--- src/rtl/alu_exec_unit_pkg.sv ---
// alu_exec_unit_pkg
//   Shared definitions for the execute-stage ALU.
//   - XLEN_DEF  : default datapath width
//   - ALU_*     : ALUop encodings ({func7 bit, func3})
//   - state_t   : issue/shift FSM states (S_IDLE, S_SHIFT)
package alu_exec_unit_pkg;

  localparam int XLEN_DEF = 32;

  localparam logic [3:0] ALU_ADD  = 4'b0000;
  localparam logic [3:0] ALU_SLL  = 4'b0001;
  localparam logic [3:0] ALU_SLT  = 4'b0010;
  localparam logic [3:0] ALU_SLTU = 4'b0011;
  localparam logic [3:0] ALU_XOR  = 4'b0100;
  localparam logic [3:0] ALU_SRL  = 4'b0101;
  localparam logic [3:0] ALU_OR   = 4'b0110;
  localparam logic [3:0] ALU_AND  = 4'b0111;
  localparam logic [3:0] ALU_SUB  = 4'b1000;
  localparam logic [3:0] ALU_SRA  = 4'b1101;
  localparam logic [3:0] ALU_NOP  = 4'b1111;

  typedef enum logic [0:0] {
    S_IDLE  = 1'b0,
    S_SHIFT = 1'b1
  } state_t;

endpackage

--- src/rtl/alu_exec_unit_serial_shifter.sv ---
// alu_serial_shifter
//   Iterative 1-bit-per-cycle shifter used by alu_exec_unit.
//   Ports:
//     clk, rst       : clock, async active-high reset
//     load           : capture load_data/load_cnt/direction/arith bits
//     load_data      : value to shift
//     load_cnt       : number of 1-bit shifts to perform
//     load_right     : 1 = right shift, 0 = left shift
//     load_arith     : 1 = right shift fills with the sign bit
//     shift_next     : shift register value after the current cycle's shift
//     done           : the shift taken on this edge is the last one
module alu_serial_shifter
  import alu_exec_unit_pkg::*;
#(
  parameter int XLEN    = XLEN_DEF,
  parameter int SHAMT_W = 5
) (
  input  logic               clk,
  input  logic               rst,
  input  logic               load,
  input  logic [XLEN-1:0]    load_data,
  input  logic [SHAMT_W-1:0] load_cnt,
  input  logic               load_right,
  input  logic               load_arith,
  output logic [XLEN-1:0]    shift_next,
  output logic               done
);

  localparam logic [SHAMT_W-1:0] CNT_ONE = SHAMT_W'(1);

  logic [XLEN-1:0]    sreg_r;
  logic [SHAMT_W-1:0] cnt_r;
  logic               right_r;
  logic               arith_r;
  logic               fill_s;

  // One-bit shift of the current register contents in the latched direction.
  always_comb begin
    fill_s = arith_r & sreg_r[XLEN-1];
    if (right_r) begin
      shift_next = {fill_s, sreg_r[XLEN-1:1]};
    end else begin
      shift_next = {sreg_r[XLEN-2:0], 1'b0};
    end
  end

  // Completion is flagged on the edge that performs the final shift, so the
  // owner can register shift_next as the result on that same edge.
  assign done = (cnt_r == CNT_ONE);

  // Shift register, remaining-count and mode bits.
  always_ff @(posedge clk or posedge rst) begin
    if (rst) begin
      sreg_r  <= {XLEN{1'b0}};
      cnt_r   <= {SHAMT_W{1'b0}};
      right_r <= 1'b0;
      arith_r <= 1'b0;
    end else if (load) begin
      sreg_r  <= load_data;
      cnt_r   <= load_cnt;
      right_r <= load_right;
      arith_r <= load_arith;
    end else if (cnt_r != {SHAMT_W{1'b0}}) begin
      sreg_r  <= shift_next;
      cnt_r   <= cnt_r - CNT_ONE;
    end
  end

endmodule

--- src/rtl/alu_exec_unit.sv ---
// alu_exec_unit
//   Execute-stage ALU with registered result. Single-cycle logic, arithmetic
//   and compare ops; shifts are iterative (1 bit/cycle, busy asserted) unless
//   ALU_FAST_SHIFT_EN is defined, in which case a barrel shifter makes every
//   op single-cycle and busy never asserts.
//   Ports:
//     clk, rst        : clock, async active-high reset
//     in_valid        : issue strobe, accepted when busy=0
//     ALUop           : {func7 bit, func3} operation code
//     ALUdata_flag    : 1 = rs2_data is operand B, 0 = imm
//     rs1_data        : operand A
//     rs2_data, imm   : operand B candidates
//     busy            : shift in flight, issue is held off
//     result_valid    : one-cycle completion pulse
//     result          : registered result, held until next completion
//     lt_flag         : result[0] for SLT/SLTU, else 0
//     zero_flag       : result == 0
module alu_exec_unit
  import alu_exec_unit_pkg::*;
#(
  parameter int XLEN    = XLEN_DEF,
  parameter int SHAMT_W = 5
) (
  input  logic            clk,
  input  logic            rst,
  input  logic            in_valid,
  input  logic [3:0]      ALUop,
  input  logic            ALUdata_flag,
  input  logic [XLEN-1:0] rs1_data,
  input  logic [XLEN-1:0] rs2_data,
  input  logic [XLEN-1:0] imm,
  output logic            busy,
  output logic            result_valid,
  output logic [XLEN-1:0] result,
  output logic            lt_flag,
  output logic            zero_flag
);

  state_t             state_r, state_n_s;
  logic               busy_r, busy_n_s;
  logic               rv_r;
  logic [XLEN-1:0]    result_r, res_n_s;
  logic               lt_r, lt_n_s;
  logic               zero_r;
  logic               done_n_s;
  logic               accept_s;
  logic               is_cmp_s;
  logic [XLEN-1:0]    opb_s;
  logic [SHAMT_W-1:0] shamt_s;
  logic [XLEN-1:0]    comb_res_s;
`ifndef ALU_FAST_SHIFT_EN
  logic               is_shift_s;
  logic               load_s;
  logic [XLEN-1:0]    sh_next_s;
  logic               sh_done_s;
`endif

  assign opb_s    = ALUdata_flag ? rs2_data : imm;
  assign shamt_s  = opb_s[SHAMT_W-1:0];
  assign accept_s = in_valid & ~busy_r;
  assign is_cmp_s = (ALUop == ALU_SLT) | (ALUop == ALU_SLTU);

  // Single-cycle datapath. In the iterative build a shift only takes this
  // path when shamt is zero, where the answer is simply rs1_data.
  always_comb begin
    comb_res_s = {XLEN{1'b0}};
    case (ALUop)
      ALU_ADD:  comb_res_s = rs1_data + opb_s;
      ALU_SUB:  comb_res_s = rs1_data - opb_s;
      ALU_SLT:  comb_res_s = {{(XLEN-1){1'b0}}, ($signed(rs1_data) < $signed(opb_s))};
      ALU_SLTU: comb_res_s = {{(XLEN-1){1'b0}}, (rs1_data < opb_s)};
      ALU_XOR:  comb_res_s = rs1_data ^ opb_s;
      ALU_OR:   comb_res_s = rs1_data | opb_s;
      ALU_AND:  comb_res_s = rs1_data & opb_s;
`ifdef ALU_FAST_SHIFT_EN
      ALU_SLL:  comb_res_s = rs1_data << shamt_s;
      ALU_SRL:  comb_res_s = rs1_data >> shamt_s;
      ALU_SRA:  comb_res_s = XLEN'($signed(rs1_data) >>> shamt_s);
`else
      ALU_SLL:  comb_res_s = rs1_data;
      ALU_SRL:  comb_res_s = rs1_data;
      ALU_SRA:  comb_res_s = rs1_data;
`endif
      ALU_NOP:  comb_res_s = {XLEN{1'b0}};
      default:  comb_res_s = {XLEN{1'b0}};
    endcase
  end

`ifndef ALU_FAST_SHIFT_EN
  assign is_shift_s = (ALUop == ALU_SLL) | (ALUop == ALU_SRL) | (ALUop == ALU_SRA);

  alu_serial_shifter #(
    .XLEN    (XLEN),
    .SHAMT_W (SHAMT_W)
  ) u_shifter (
    .clk        (clk),
    .rst        (rst),
    .load       (load_s),
    .load_data  (rs1_data),
    .load_cnt   (shamt_s),
    .load_right (ALUop != ALU_SLL),
    .load_arith (ALUop == ALU_SRA),
    .shift_next (sh_next_s),
    .done       (sh_done_s)
  );
`endif

  // FSM next state and completion/result selection.
  always_comb begin
    state_n_s = state_r;
    busy_n_s  = busy_r;
    res_n_s   = {XLEN{1'b0}};
    lt_n_s    = 1'b0;
    done_n_s  = 1'b0;
`ifndef ALU_FAST_SHIFT_EN
    load_s    = 1'b0;
`endif
    case (state_r)
      S_IDLE: begin
        if (accept_s) begin
`ifndef ALU_FAST_SHIFT_EN
          if (is_shift_s && (shamt_s != {SHAMT_W{1'b0}})) begin
            load_s    = 1'b1;
            busy_n_s  = 1'b1;
            state_n_s = S_SHIFT;
          end else begin
            done_n_s  = 1'b1;
            res_n_s   = comb_res_s;
            lt_n_s    = is_cmp_s & comb_res_s[0];
          end
`else
          done_n_s = 1'b1;
          res_n_s  = comb_res_s;
          lt_n_s   = is_cmp_s & comb_res_s[0];
`endif
        end else begin
          state_n_s = S_IDLE;
        end
      end
`ifndef ALU_FAST_SHIFT_EN
      S_SHIFT: begin
        if (sh_done_s) begin
          done_n_s  = 1'b1;
          res_n_s   = sh_next_s;
          busy_n_s  = 1'b0;
          state_n_s = S_IDLE;
        end else begin
          state_n_s = S_SHIFT;
        end
      end
`endif
      default: begin
        state_n_s = S_IDLE;
        busy_n_s  = 1'b0;
      end
    endcase
  end

  // State, busy and output registers; flags move only with a completion.
  always_ff @(posedge clk or posedge rst) begin
    if (rst) begin
      state_r  <= S_IDLE;
      busy_r   <= 1'b0;
      rv_r     <= 1'b0;
      result_r <= {XLEN{1'b0}};
      lt_r     <= 1'b0;
      zero_r   <= 1'b0;
    end else begin
      state_r <= state_n_s;
      busy_r  <= busy_n_s;
      rv_r    <= done_n_s;
      if (done_n_s) begin
        result_r <= res_n_s;
        lt_r     <= lt_n_s;
        zero_r   <= (res_n_s == {XLEN{1'b0}});
      end
    end
  end

  assign busy         = busy_r;
  assign result_valid = rv_r;
  assign result       = result_r;
  assign lt_flag      = lt_r;
  assign zero_flag    = zero_r;

endmodule

--- config.mk ---
export PLATFORM = sky130hd
export DESIGN_NAME = alu_exec_unit
export DESIGN_NICKNAME = d
export VERILOG_FILES = /design/src/rtl/alu_exec_unit_pkg.sv /design/src/rtl/alu_exec_unit_serial_shifter.sv /design/src/rtl/alu_exec_unit.sv
export SDC_FILE = /design/constraint.sdc
export NUM_CORES = 1
export LEC_CHECK = 0
export ABC_CLOCK_PERIOD_IN_PS = 4770
export CAP_MARGIN = 20
export CORE_MARGIN = 4
export CORE_UTILIZATION = 60
export CTS_CLUSTER_SIZE = 14
export DETAILED_ROUTE_END_ITERATION = 8
export MAX_ROUTING_LAYER = met4
export PLACE_DENSITY_LB_ADDON = 0.12
export SKIP_LAST_GASP = 1
export SYNTH_ARGS = -nofsm -noshare
export SYNTH_HDL_FRONTEND = slang
export SYNTH_SLANG_ARGS = --single-unit
--- constraint.sdc ---
create_clock -name clk -period 4.77 [get_ports clk]
set_clock_uncertainty 0.05 [all_clocks]
set_input_delay 0.954 -clock clk [delete_from_list [all_inputs] [get_ports clk]]
set_output_delay 0.954 -clock clk [all_outputs]
set_load 0.03 [all_outputs]
Fig. 1: M2 wires
(3 px per um)
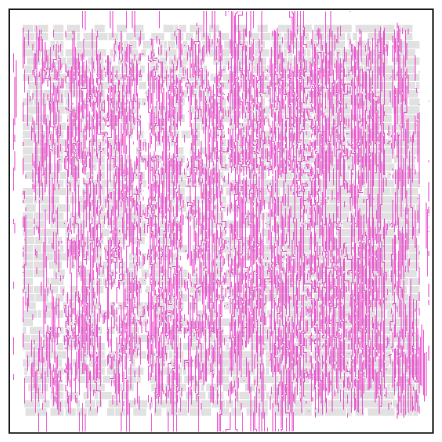
1,656 nets have wire on it. The layer holds 40% of the routed length. The longest straight run is 51.3 um. The layer carries 19,000 um of wire. The wires run mostly vertical.

Fig. 2: clock routing
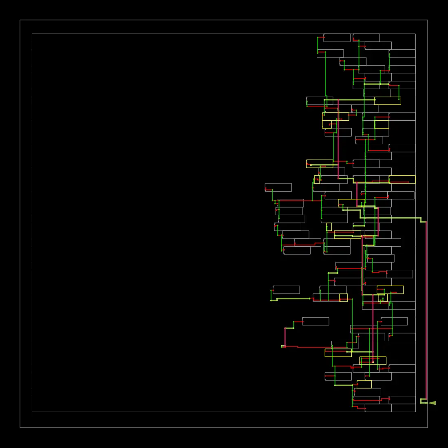
Latency at later pin: 0.35 ns
Clk power: 0.677 mW
Num CTS Buffers: 9
flip-flops: 76
# clock sinks: 76

==> flow_metrics.py <==
# Synthesis and PnR figures
metrics = {
    "floorplanning": {
        "dieHeight_um": 140.8,
        "io-pin-count": 140,
        "die_width_um": 140.8,
        "die_area_um2": 19820,
        "num_rows": 48,
    },
    "setup_path": {
        "critical_path.max_stage_delay_ns": 0.54,
        "critPathTopFamily": "AND-OR/OR-AND gates",
        "worst-endpoint-arrival_ns": 5.10,
        "worst_r2r_endpoint": "zero_flag$_DFFE_PP0P_",
        "startpoint": "imm[0]",
        "timing.setup.critical_path_class": "input pin to register",
        "rr_worst_depth": 12,
        "reg2reg_setup_slack_ns": 0.42,
    },
    "logic_synthesis": {
        "ys_cells": 1359,
        "ys_types": 107,
        "syn_inst_count": 1359,
        "synth-main-ff-cell": "sky130_fd_sc_hd__dfrtp_1",
        "synth_xor_xnor_area_share": 0.01821,
        "postSynthRegisterBits": 76,
        "ys_sh_mux": 0.07604,
        "edf_count": 0,
        "synth_warnings": 0,
        "syn_area_per_cell_um2": 7.785,
        "compound_area_frac": 0.3169,
        "largest_area_cell": "sky130_fd_sc_hd__dfrtp_1",
        "ys_top_cells_by_area": "sky130_fd_sc_hd__dfrtp_1, sky130_fd_sc_hd__ha_1, sky130_fd_sc_hd__mux2i_1",
        "synth_adder_area_share": 0.1291,
        "yosys.area_share.simple": 0.1876,
    },
    "grt": {
        "met3_usage": 0.1560,
        "number_of_antenna_violations_at_the_first_check_in_global_routing": 0,
        "grt_pass1_vias": 12580,
        "pin_count_of_the_biggest_net_entering_global_routing": 61,
    },
    "worst_hold_path": {
        "holdCritPathClass": "register to register",
        "worstHoldEndpoint": "result[31]$_DFFE_PP0P_",
        "hold_path_depth": 1,
    },
    "power_and_ir_drop": {
        "netSwitchingPower_mw": 2.539,
        "power_frac_comb": 0.635,
        "comb_cell_power_mw": 3.34,
        "power.density_cell_area_nw_per_um2": 365.5,
        "sequentialPower_mw": 1.24,
        "design_power_total_mw": 5.254,
        "vdd_drop_max_uv": 537.2,
        "largestPowerGroup": "combinational cells",
    },
    "final_layout": {
        "layout_top_cells_excl_fill_tap": "sky130_fd_sc_hd__buf_4, sky130_fd_sc_hd__clkdlybuf4s50_1, sky130_fd_sc_hd__nand2_1",
        "final_design_area_no_fill_um2": 14380,
        "mostFrequentLayoutCell": "sky130_fd_sc_hd__buf_4",
        "fin_nets": 1916,
        "area_delta_synth_final_pct": 35.87,
        "combGateArea_um2": 7868,
        "filler_cell_count": 1065,
    },
    "routing": {
        "post-route-drc-count": 0,
        "post_dr_vias_cell": 6.920,
        "antenna_left": 0,
        "drt_pre_antenna_iters": 8,
        "detail_route.iter0.violations": 2444,
    },
    "outcome": {
        "failed_checks": "negative setup slack",
        "run_status": "finished with violations",
    },
    "final_timing": {
        "upper_clock_frequency_limit_ghz": 0.2039,
        "finalSetupViolations": 2,
        "postLayoutSetupSlackWorst_ns": -0.1351,
        "final-max-slew-violation-count": 0,
        "fin_crit_sh": 1.028,
        "holdWs_ns": 0.4240,
    },
    "cts": {
        "cts_htree_levels": 3,
        "cts.reportedPaths.clkPinSlew_ns": 0.06,
    },
    "placed_design": {
        "numPortBuffers": 139,
        "globalplace.congestion": 1.092,
        "detailedPlace.worstSlack_ns": -0.5007,
        "placedInstanceArea_um2": 13910,
    },
}
Fig. 3: zoomed window
Window x 96 to 116, y 96 to 116 um. Cells in grey, sequential cells in the stronger grey; small squares are vias.
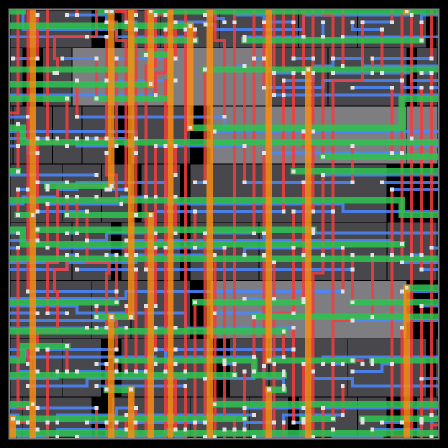
Orange is metal 4. Blue is metal 1. Red is metal 2. Green is metal 3.
Netlist names of flops here include u_shifter.sreg_r (2), zero_flag (1). 46 logic cells have their middle in the window. Sequential cells in the window: 3. Most frequent: o21ai_0 (8), nand2_1 (5), mux2i_1 (4).

Fig. 4: wiring by layer
(4 px per um) Only two layers are drawn.
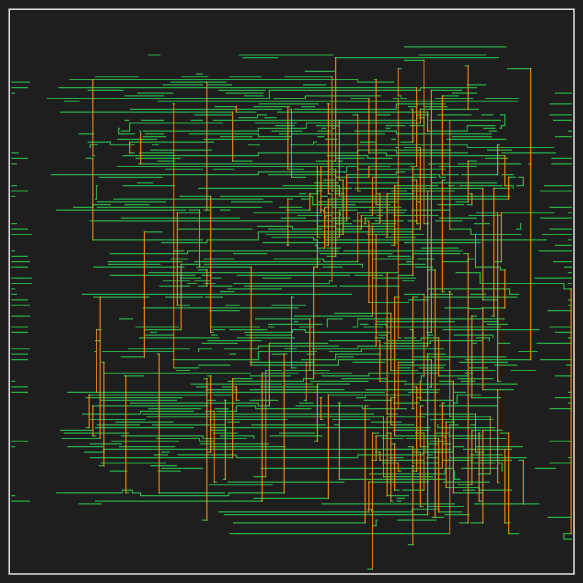
Orange is metal 4, wire length 2,890 um. Green is metal 3, wire length 7,920 um.
average wire length per cell after detail routing: 24.29 um
global router's overall resource usage: 0.4571
vias after detailed routing: 13,390

[routing by layer]
metal,up-vias,wire length [um]
li1,5722,-
met2,1207,19020
met1,6133,17160
met3,328,7918
met5,-,0
met4,0,2892
[how the worst max path moves through the flow]
| stage | end | depth (start not counted) |
|---|---|---|
| 4_1_cts | zero_flag$_DFFE_PP0P_ | 17 |
| 6_report | zero_flag$_DFFE_PP0P_ | 15 |
| 5_1_grt | zero_flag$_DFFE_PP0P_ | 16 |
| 3_5_place_dp | zero_flag$_DFFE_PP0P_ | 16 |
| 3_3_place_gp | result[29]$_DFFE_PP0P_ | 17 |
| 2_1_floorplan | zero_flag$_DFFE_PP0P_ | 15 |
[state kept, by name, indices dropped and copies added, names as in the netlist]
name	flops
busy	1
lt_flag	1
result	32
result_valid	1
state_r	1
u_shifter.arith_r	1
u_shifter.cnt_r	5
u_shifter.right_r	1
u_shifter.sreg_r	32
zero_flag	1
[synth_stat cells, types with 6 or more instances]
library cell                 n
sky130_fd_sc_hd__a31oi_1    11
sky130_fd_sc_hd__xnor2_1    14
sky130_fd_sc_hd__buf_2      20
sky130_fd_sc_hd__a211oi_1   11
sky130_fd_sc_hd__nor4_1     20
sky130_fd_sc_hd__a21oi_1   113
sky130_fd_sc_hd__ha_1      106
sky130_fd_sc_hd__a221oi_1   12
sky130_fd_sc_hd__o211ai_1   37
sky130_fd_sc_hd__a211o_1     9
sky130_fd_sc_hd__o21a_1      9
sky130_fd_sc_hd__nor2b_1    13
sky130_fd_sc_hd__a21o_1     29
sky130_fd_sc_hd__nor2_1     86
sky130_fd_sc_hd__or4_1       6
sky130_fd_sc_hd__clkbuf_1   46
sky130_fd_sc_hd__nand2b_1    9
sky130_fd_sc_hd__and3_1      8
sky130_fd_sc_hd__o21ai_0    94
sky130_fd_sc_hd__clkbuf_8   16
sky130_fd_sc_hd__o31ai_1    26
sky130_fd_sc_hd__nor3_1     29
sky130_fd_sc_hd__nand3b_1    6
sky130_fd_sc_hd__mux2i_1    68
sky130_fd_sc_hd__buf_1       8
sky130_fd_sc_hd__nand3_1    29
sky130_fd_sc_hd__xor2_1      8
sky130_fd_sc_hd__o22ai_1    13
sky130_fd_sc_hd__nand4_1    18
sky130_fd_sc_hd__o221ai_1    9
sky130_fd_sc_hd__a22oi_1    19
sky130_fd_sc_hd__inv_1      95
sky130_fd_sc_hd__or3_1       8
sky130_fd_sc_hd__nand2_1   127
sky130_fd_sc_hd__a22o_1      9
sky130_fd_sc_hd__dfrtp_1    76
sky130_fd_sc_hd__mux2_2     11
sky130_fd_sc_hd__o21bai_1    6
[repair_timing]
item	4_1_cts	5_1_grt
gates resized	2	25
buffers inserted	1	0
endpoints found under the setup margin	2	3
pin swaps	1	9
hold buffers	0	0
[cell type report]
type,instances,share of cell area
Multi-Input combinational cell,1086,0.5473
Tap cell,225,0.01958
Inverter,98,0.02576
Clock inverter,5,0.002437
Sequential cell,76,0.1323
Antenna cell,1,0.0001741
Timing Repair Buffer,433,0.2549
Clock buffer,11,0.01758
No activity file was given, so power comes from the tool's default toggle rates.
